Figure 1. Metal layers overlaid (run 1).
(3 px per µm)
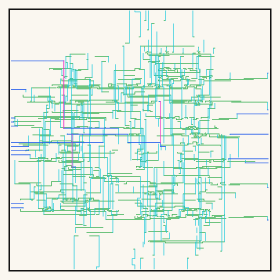
Figure 2. Clock routing (run 1).
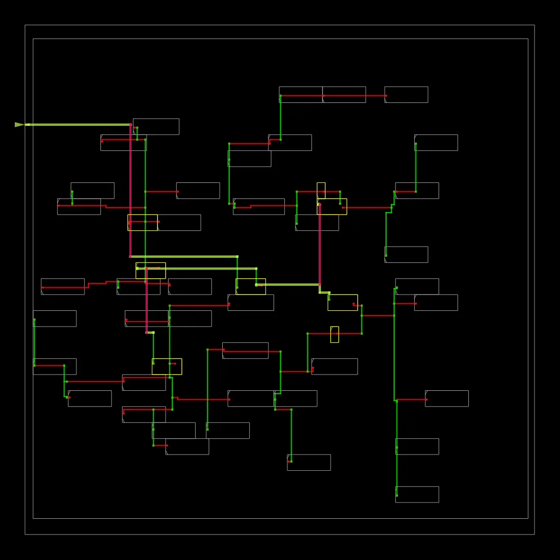
Figure 3. Cells coloured by class (run 1).
(3 px per µm)
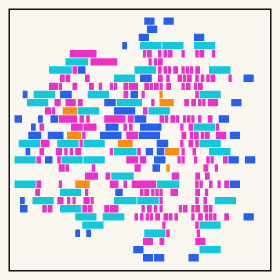
### src/rtl/serial_sub.sv
// serial_sub: bit-serial N-bit subtractor, O = I0 - I1 - BIN, BOUT = borrow out.
// Subtraction is done as I0 + ~I1 + ~BIN with one full-adder cell reused over
// N cycles, LSB first. Result and borrow are published only when the last bit
// is processed, so O and BOUT never show partial values.
// Ports:
//   CLKIN   clock, rising edge
//   RESETN  synchronous reset, active-low
//   START   request, accepted while idle or in the done cycle
//   I0/I1   minuend/subtrahend, BIN borrow in (sampled on accept)
//   BUSY    high while bits are being processed
//   DONE    one-cycle pulse when O/BOUT update
//   O/BOUT  difference (mod 2^N) and borrow out, held until the next result
module serial_sub #(
  parameter int unsigned N = 8
) (
  input  logic         CLKIN,
  input  logic         RESETN,
  input  logic         START,
  input  logic [N-1:0] I0,
  input  logic [N-1:0] I1,
  input  logic         BIN,
  output logic         BUSY,
  output logic         DONE,
  output logic [N-1:0] O,
  output logic         BOUT
);

  localparam int unsigned CW = (N > 1) ? $clog2(N) : 1;
  localparam logic [CW-1:0] LAST = CW'(N - 1);

  typedef enum logic [1:0] {S_IDLE, S_RUN, S_DONE} state_t;

  state_t        state;
  logic [N-1:0]  a_sr;
  logic [N-1:0]  b_sr;
  logic [N-1:0]  res_sr;
  logic          carry;
  logic [CW-1:0] cnt;

  logic          sum_c;
  logic          carry_c;
  logic [N-1:0]  res_next_c;

  // Full-adder cell on the current bit with the subtrahend inverted.
  // The new sum bit enters at the MSB; taking bits [N:1] of {sum,res} also
  // covers N=1 without a zero-width slice.
  always_comb begin
    sum_c      = a_sr[0] ^ ~b_sr[0] ^ carry;
    carry_c    = (a_sr[0] & ~b_sr[0]) | (a_sr[0] & carry) | (~b_sr[0] & carry);
    res_next_c = N'({sum_c, res_sr} >> 1);
  end

  // Control FSM plus datapath registers; outputs are registered here.
  always_ff @(posedge CLKIN) begin
    if (!RESETN) begin
      state  <= S_IDLE;
      a_sr   <= '0;
      b_sr   <= '0;
      res_sr <= '0;
      carry  <= 1'b0;
      cnt    <= '0;
      BUSY   <= 1'b0;
      DONE   <= 1'b0;
      O      <= '0;
      BOUT   <= 1'b0;
    end else begin
      case (state)
        S_IDLE, S_DONE: begin
          DONE <= 1'b0;
          if (START) begin
            a_sr   <= I0;
            b_sr   <= I1;
            carry  <= ~BIN;  // carry-in of 1 means no borrow
            cnt    <= '0;
            res_sr <= '0;
            BUSY   <= 1'b1;
            state  <= S_RUN;
          end else begin
            state <= S_IDLE;
          end
        end
        S_RUN: begin
          a_sr   <= a_sr >> 1;
          b_sr   <= b_sr >> 1;
          carry  <= carry_c;
          res_sr <= res_next_c;
          cnt    <= cnt + CW'(1);
          if (cnt == LAST) begin
            O     <= res_next_c;
            BOUT  <= ~carry_c;  // no carry out means a borrow occurred
            BUSY  <= 1'b0;
            DONE  <= 1'b1;
            state <= S_DONE;
          end
        end
        default: begin
          BUSY  <= 1'b0;
          DONE  <= 1'b0;
          state <= S_IDLE;
        end
      endcase
    end
  end

endmodule

### config.mk
export PLATFORM = sky130hd
export DESIGN_NAME = serial_sub
export DESIGN_NICKNAME = d
export VERILOG_FILES = /design/src/rtl/serial_sub.sv
export SDC_FILE = /design/constraint.sdc
export NUM_CORES = 1
export LEC_CHECK = 0
export ABC_AREA = 1
export CAP_MARGIN = 20
export CORE_UTILIZATION = 25
export DETAILED_ROUTE_END_ITERATION = 8
export PLACE_DENSITY = 0.5
export SLEW_MARGIN = 0
export SYNTH_ARGS = -nofsm -noshare
export SYNTH_HDL_FRONTEND = slang
export SYNTH_SLANG_ARGS = --single-unit
### constraint.sdc
create_clock -name CLKIN -period 1.18 [get_ports CLKIN]
set_clock_uncertainty 0.1 [all_clocks]
set_input_delay 0.236 -clock CLKIN [delete_from_list [all_inputs] [get_ports CLKIN]]
set_output_delay 0.236 -clock CLKIN [all_outputs]
set_load 0.02 [all_outputs]
==> metrics.cfg, run 1 <==
[min_path]
holdPathStages = 5
hp-start = START

[die]
die-area_mm2 = 0.00751
rows = 30
die_w_um = 86.7
die_y_um = 86.7
core_util_floorplan_pct = 26.1

[cells_and_area]
instances_no_fill = 392
comb_area_um2 = 878
final_util_pct = 37.0
fillCellCount = 718

[final_timing]
post-route-min-period_ps = 1210
hold_slack_ps = 296
fin_ws_ps = -25.8
setup_violations = 3
relSlewSlack_pct = 84.7
worst_slew_pin_slew_ps = 228

[place]
gp_congestion = 0.707
pre_cts_ws_ps = -323
dp_cells = 381
port_buffers = 30
place_hpwl_mm = 2.78

[power]
p_total_mw = 3.01
pwr-share-seq_pct = 48.6
power_leader = sequential cells
power.leakage_nw = 1.12
powerSeq_mw = 1.46
switching_share_pct = 27.0
ir_drop_v = 0.000761

[logic_synthesis]
yosys_area_mm2 = 0.00179
netlist.area_leader.share_pct = 44.7
synthesis.area_mm2 = 0.00179
largest_area_cell = dfxtp_1
ys_cells = 252
synthCells = 252
ys_types = 21
yosysSeqAreaShare_pct = 44.7

[routing]
wirelength_mm = 4.19
route.met3.wl_um = 180
dr_total_vias = 1645
drt_pass1_iterations = 4
route.met2.wl_mm = 1.85

[clocking]
insertion_delay_ps = 290
clk_pin_slew_ps = 80
clockRootBuffer = clkbuf_8

[global_route]
antenna_found_initial = 1
grt_util_met2_pct = 19.3
top_usage_layer = met2
gr-total-overflow = 0
grt_pass1_wl_mm = 7.23

[worst_setup_path]
rr_endpoint = O[7]
cp_cell_sequence = fa_2 > inv_2 > o21ai_2
path_class = reg2reg
cpMaxStageDelayCell = fa_2
path_buffers = 1
rrSetupSlack_ps = -30
critical_path_depth = 3
critPathArrivalTime_ps = 1340

[status]
violations = setup timing
outcome = complete, but fails checks

[job]
cap_violations = 0
tool_warnings = 29

Notes on Figure 1 above:
Key: blue = M3 [wire length 181 µm]; magenta = M4 [wire length 46.9 µm]; green = M1 [wire length 2110 µm]; cyan = M2 [wire length 1850 µm]

Notes on Figure 2 above:
Sinks on Clock Net: 40
clock buf count: 8

Notes on Figure 3 above:
Key: blue = remaining buffers and delay cells [cells 48, share of their area 20%]; cyan = registers [cells 40, share of their area 34%]; orange = clock drivers and dummy loads [cells 8, share of their area 3.7%]; magenta = remaining logic cells [cells 199, share of their area 43%]

-- run 1: synthesized netlist by cell type --
cell	count
a21oi_1	6
buf_2	7
buf_4	4
clkbuf_1	2
clkinv_1	3
dfxtp_1	40
fa_1	1
ha_1	2
inv_1	39
inv_2	2
nand2_1	46
nand2_2	3
nand3_1	41
nand3_2	1
nand3b_1	2
nor2_1	19
nor2_4	1
nor3_1	14
o21ai_0	10
o21ai_1	2
o22ai_1	7
-- run 1: repair_timing --
action / CTS / global route
setup buffers: 1 / 1
hold buffers: 0 / 0
pin swaps: 2 / 6
endpoints found under the setup margin: 27 / 42
hold endpoints to repair: 0 / 0
gates resized: 64 / 35
-- run 1: state kept, by name, summed over array words and instances, names as in the netlist --
signal  flops
BOUT        1
BUSY        1
DONE        1
O           8
a_sr        8
b_sr        8
carry       1
cnt         3
res_sr      7
state       2
-- run 1: worst max path at each step --
stage,start,endpoint
after CTS,a_sr[0],O[7]
after detailed placement,START,a_sr[0]
after floorplan,cnt[0],O[0]
after global placement,START,a_sr[0]
final,a_sr[0],O[7]
after global routing,b_sr[0],carry
-- run 1: kinds of logic (layout without fill, tap and decap cells) --
kind of cell	after synthesis	in the layout	synth area share (%)
buffers and inverters	57	100	13.3
adder cells (fa/ha/maj)	3	3	2.51
flip-flops	40	40	44.7
other	0	1	0
AND-OR/OR-AND	25	25	7.47
AND/OR/NAND/NOR	127	127	32.1
-- run 1: cell type report --
cell class / count / share of cell area, %
antenna: 1 / 0.0984
clock buffer: 8 / 3.54
inverter: 44 / 6.59
multi-input combinational: 155 / 34.5
sequential: 40 / 31.9
tap: 96 / 4.72
timing repair buffer: 48 / 18.6
-- run 1: worst register-to-register path, stage by stage (launching register included) --
cell and delay (ps):
dfxtp_2 340, fa_2 570, inv_2 50, o21ai_2 90
==> run 2, diff against run 1 <==
--- a/config.mk
+++ b/config.mk
@@ -14,3 +14,4 @@
 export SYNTH_ARGS = -nofsm -noshare
 export SYNTH_HDL_FRONTEND = slang
 export SYNTH_SLANG_ARGS = --single-unit
+export TNS_END_PERCENT = 50
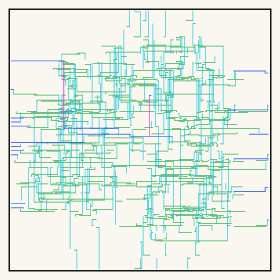
Figure 4: run 2, metal layers overlaid.
(3 px per µm)
Key: cyan = M2 [wire length 1930 µm]; green = M1 [wire length 2120 µm]; blue = M3 [wire length 184 µm]; magenta = M4 [wire length 36.0 µm]

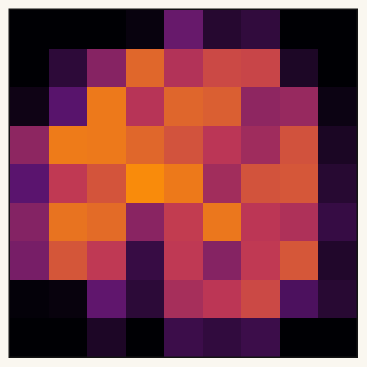
Figure 5: run 2, cell density map.
(4 px per µm) 9 x 9 tiles, from black (low) to pale yellow (high), 0 to 100% covered.
16% of the tiles are nearly empty. The mean over all tiles is 33%. The fullest tile reaches 75%.

==> metrics.cfg, run 2 <==
[worst_setup_path]
critPathTopFamily = adder cells
cp-startpoint = a_sr[0]
max_stage_delay_ps = 580
r2r_start = a_sr[0]
cpMaxStageDelayCell = fa_2
path_class = reg2reg
cp_cell_sequence = fa_2 > inv_2 > o21ai_1
critPathArrivalTime_ps = 1350
path_buffers = 1

[final_timing]
fmax_mhz = 816
fin_ws_ps = -45.8
setup_violations = 3
post-route-min-period_ps = 1230
worst_slew_pin_slew_ps = 285
relSlewSlack_pct = 81.0

[logic_synthesis]
synthAdderAreaFrac_pct = 2.51
netlist.area_leader.share_pct = 44.7
yosysMostFrequentCell = nand2_1
ys_types = 21
yosys.area_share.simple_pct = 32.1
synthesis.area_mm2 = 0.00179
postSynth.asyncResetShare_pct = 0
aoi_share_pct = 7.47
synthMuxAreaShare_pct = 0
ys_sh_xor_pct = 0
synthCells = 252
fp_nets = 275
largest_area_cell = dfxtp_1
yosysSeqAreaShare_pct = 44.7
yosys_area_mm2 = 0.00179
synth-edff-count = 0
synthTopLogicFamily = simple AND/OR/NAND/NOR gates
common_cells = nand2_1 (46), nand3_1 (41), dfxtp_1 (40)
ys_cells = 252
flop_cell = dfxtp_1

[routing]
wirelength_mm = 4.27
route.met2.wl_mm = 1.93
drt-met1-wl_mm = 2.12
vias_per_cell = 4.23
dr_total_vias = 1679
drt_pass1_iterations = 4
route.met3.wl_um = 183
top_layer = met4
wire_per_inst_um = 10.7
drc = 0

[die]
die_w_um = 86.7
core_util_floorplan_pct = 26.1
rows = 30
die_y_um = 86.7
die-area_mm2 = 0.00751

[cells_and_area]
lay_top_cells = nand2_1 (44), nand3_1 (39), inv_1 (36)
fin_area_mm2 = 0.00259
diodes = 0
final_util_pct = 37.8
reg_top3 = O x8, a_sr x8, b_sr x8

[status]
outcome = complete, but fails checks
violations = setup timing

[power]
p_switching_mw = 0.851
ir_drop_v = 0.000529
switching_share_pct = 27.8
pwr-share-seq_pct = 47.7
power.leakage_nw = 1.13

[global_route]
track_usage_pct = 12.2
grt_pass1_wl_mm = 7.25
antenna_found_initial = 0
top_usage_layer = met2
gr-total-overflow = 0
grt_util_met2_pct = 18.9

[clocking]
cts_sinks = 40
clk_pin_slew_ps = 90
insertion_delay_ps = 290
clockRootBuffer = clkbuf_8
htreeDepth = 2

[place]
place_hpwl_mm = 2.85
gp_congestion = 0.742
port_buffers = 30
pre_cts_ws_ps = -320

[job]
cap_violations = 0
tool_warnings = 29

[min_path]
hp-start = START

[run 2: worst min-delay path, cell delays in order]
cell and delay, ps:
dlymetal6s2s_1 150, inv_1 70, nor2_1 50, nand2_1 50, a21oi_1 50
[run 2: cells by family (layout without fill, tap and decap cells)]
kind of cell / after synthesis / count (layout)
adder cells (fa/ha/maj): 3 / 3
AND-OR/OR-AND: 25 / 25
flip-flops: 40 / 40
buffers and inverters: 57 / 106
AND/OR/NAND/NOR: 127 / 127
[run 2: power groups by stage]
stage                     Combinational, mW  Clock [mW]  Sequential, mW
final                                 0.630       0.974            1.46
after detailed placement              0.574           0            1.49
after floorplan                       0.333           0            1.48
after global placement                0.576           0            1.48
after global routing                  0.715        1.07            1.47
after CTS                             0.586        1.01            1.46
[run 2: stage by stage]
step                      std cells  hold slack [ps]  power [mW]
after floorplan                 252              278        1.82
after global placement          386              357        2.06
after detailed placement        386              366        2.06
after CTS                       394              377        3.05
after global routing            397              311        3.25
final                           397              265        3.06
[run 2: cell type report]
type | count | area, µm²
fillers | 742 | 4280
multi-input cells | 155 | 876
flip-flops and latches | 40 | 811
repair buffers | 54 | 524
inverters | 44 | 165
well taps | 96 | 120
clock buffers | 6 | 82.6
clock inverters | 2 | 15.0
[run 2: path summary, 6_finish.rpt]
| kind | end | slack (ps) | cells after the start |
|---|---|---|---|
| max | O[7] | -50 | 3 |
| min | a_sr[7] | 270 | 5 |
| max reg2reg | O[7] | -50 | 3 |
| min reg2reg | O[7] | 370 | 2 |
[run 2: what timing repair did]
item / CTS / global route
buffers inserted: 0 / 3
hold buffers: 0 / 0
endpoints found under the hold margin: 0 / 0
pin swaps: 4 / 8
gates cloned: 0 / 0
setup endpoints to repair: 29 / 43
gates resized: 60 / 37
Power figures rest on the tool's default switching activity, not on a simulated workload.
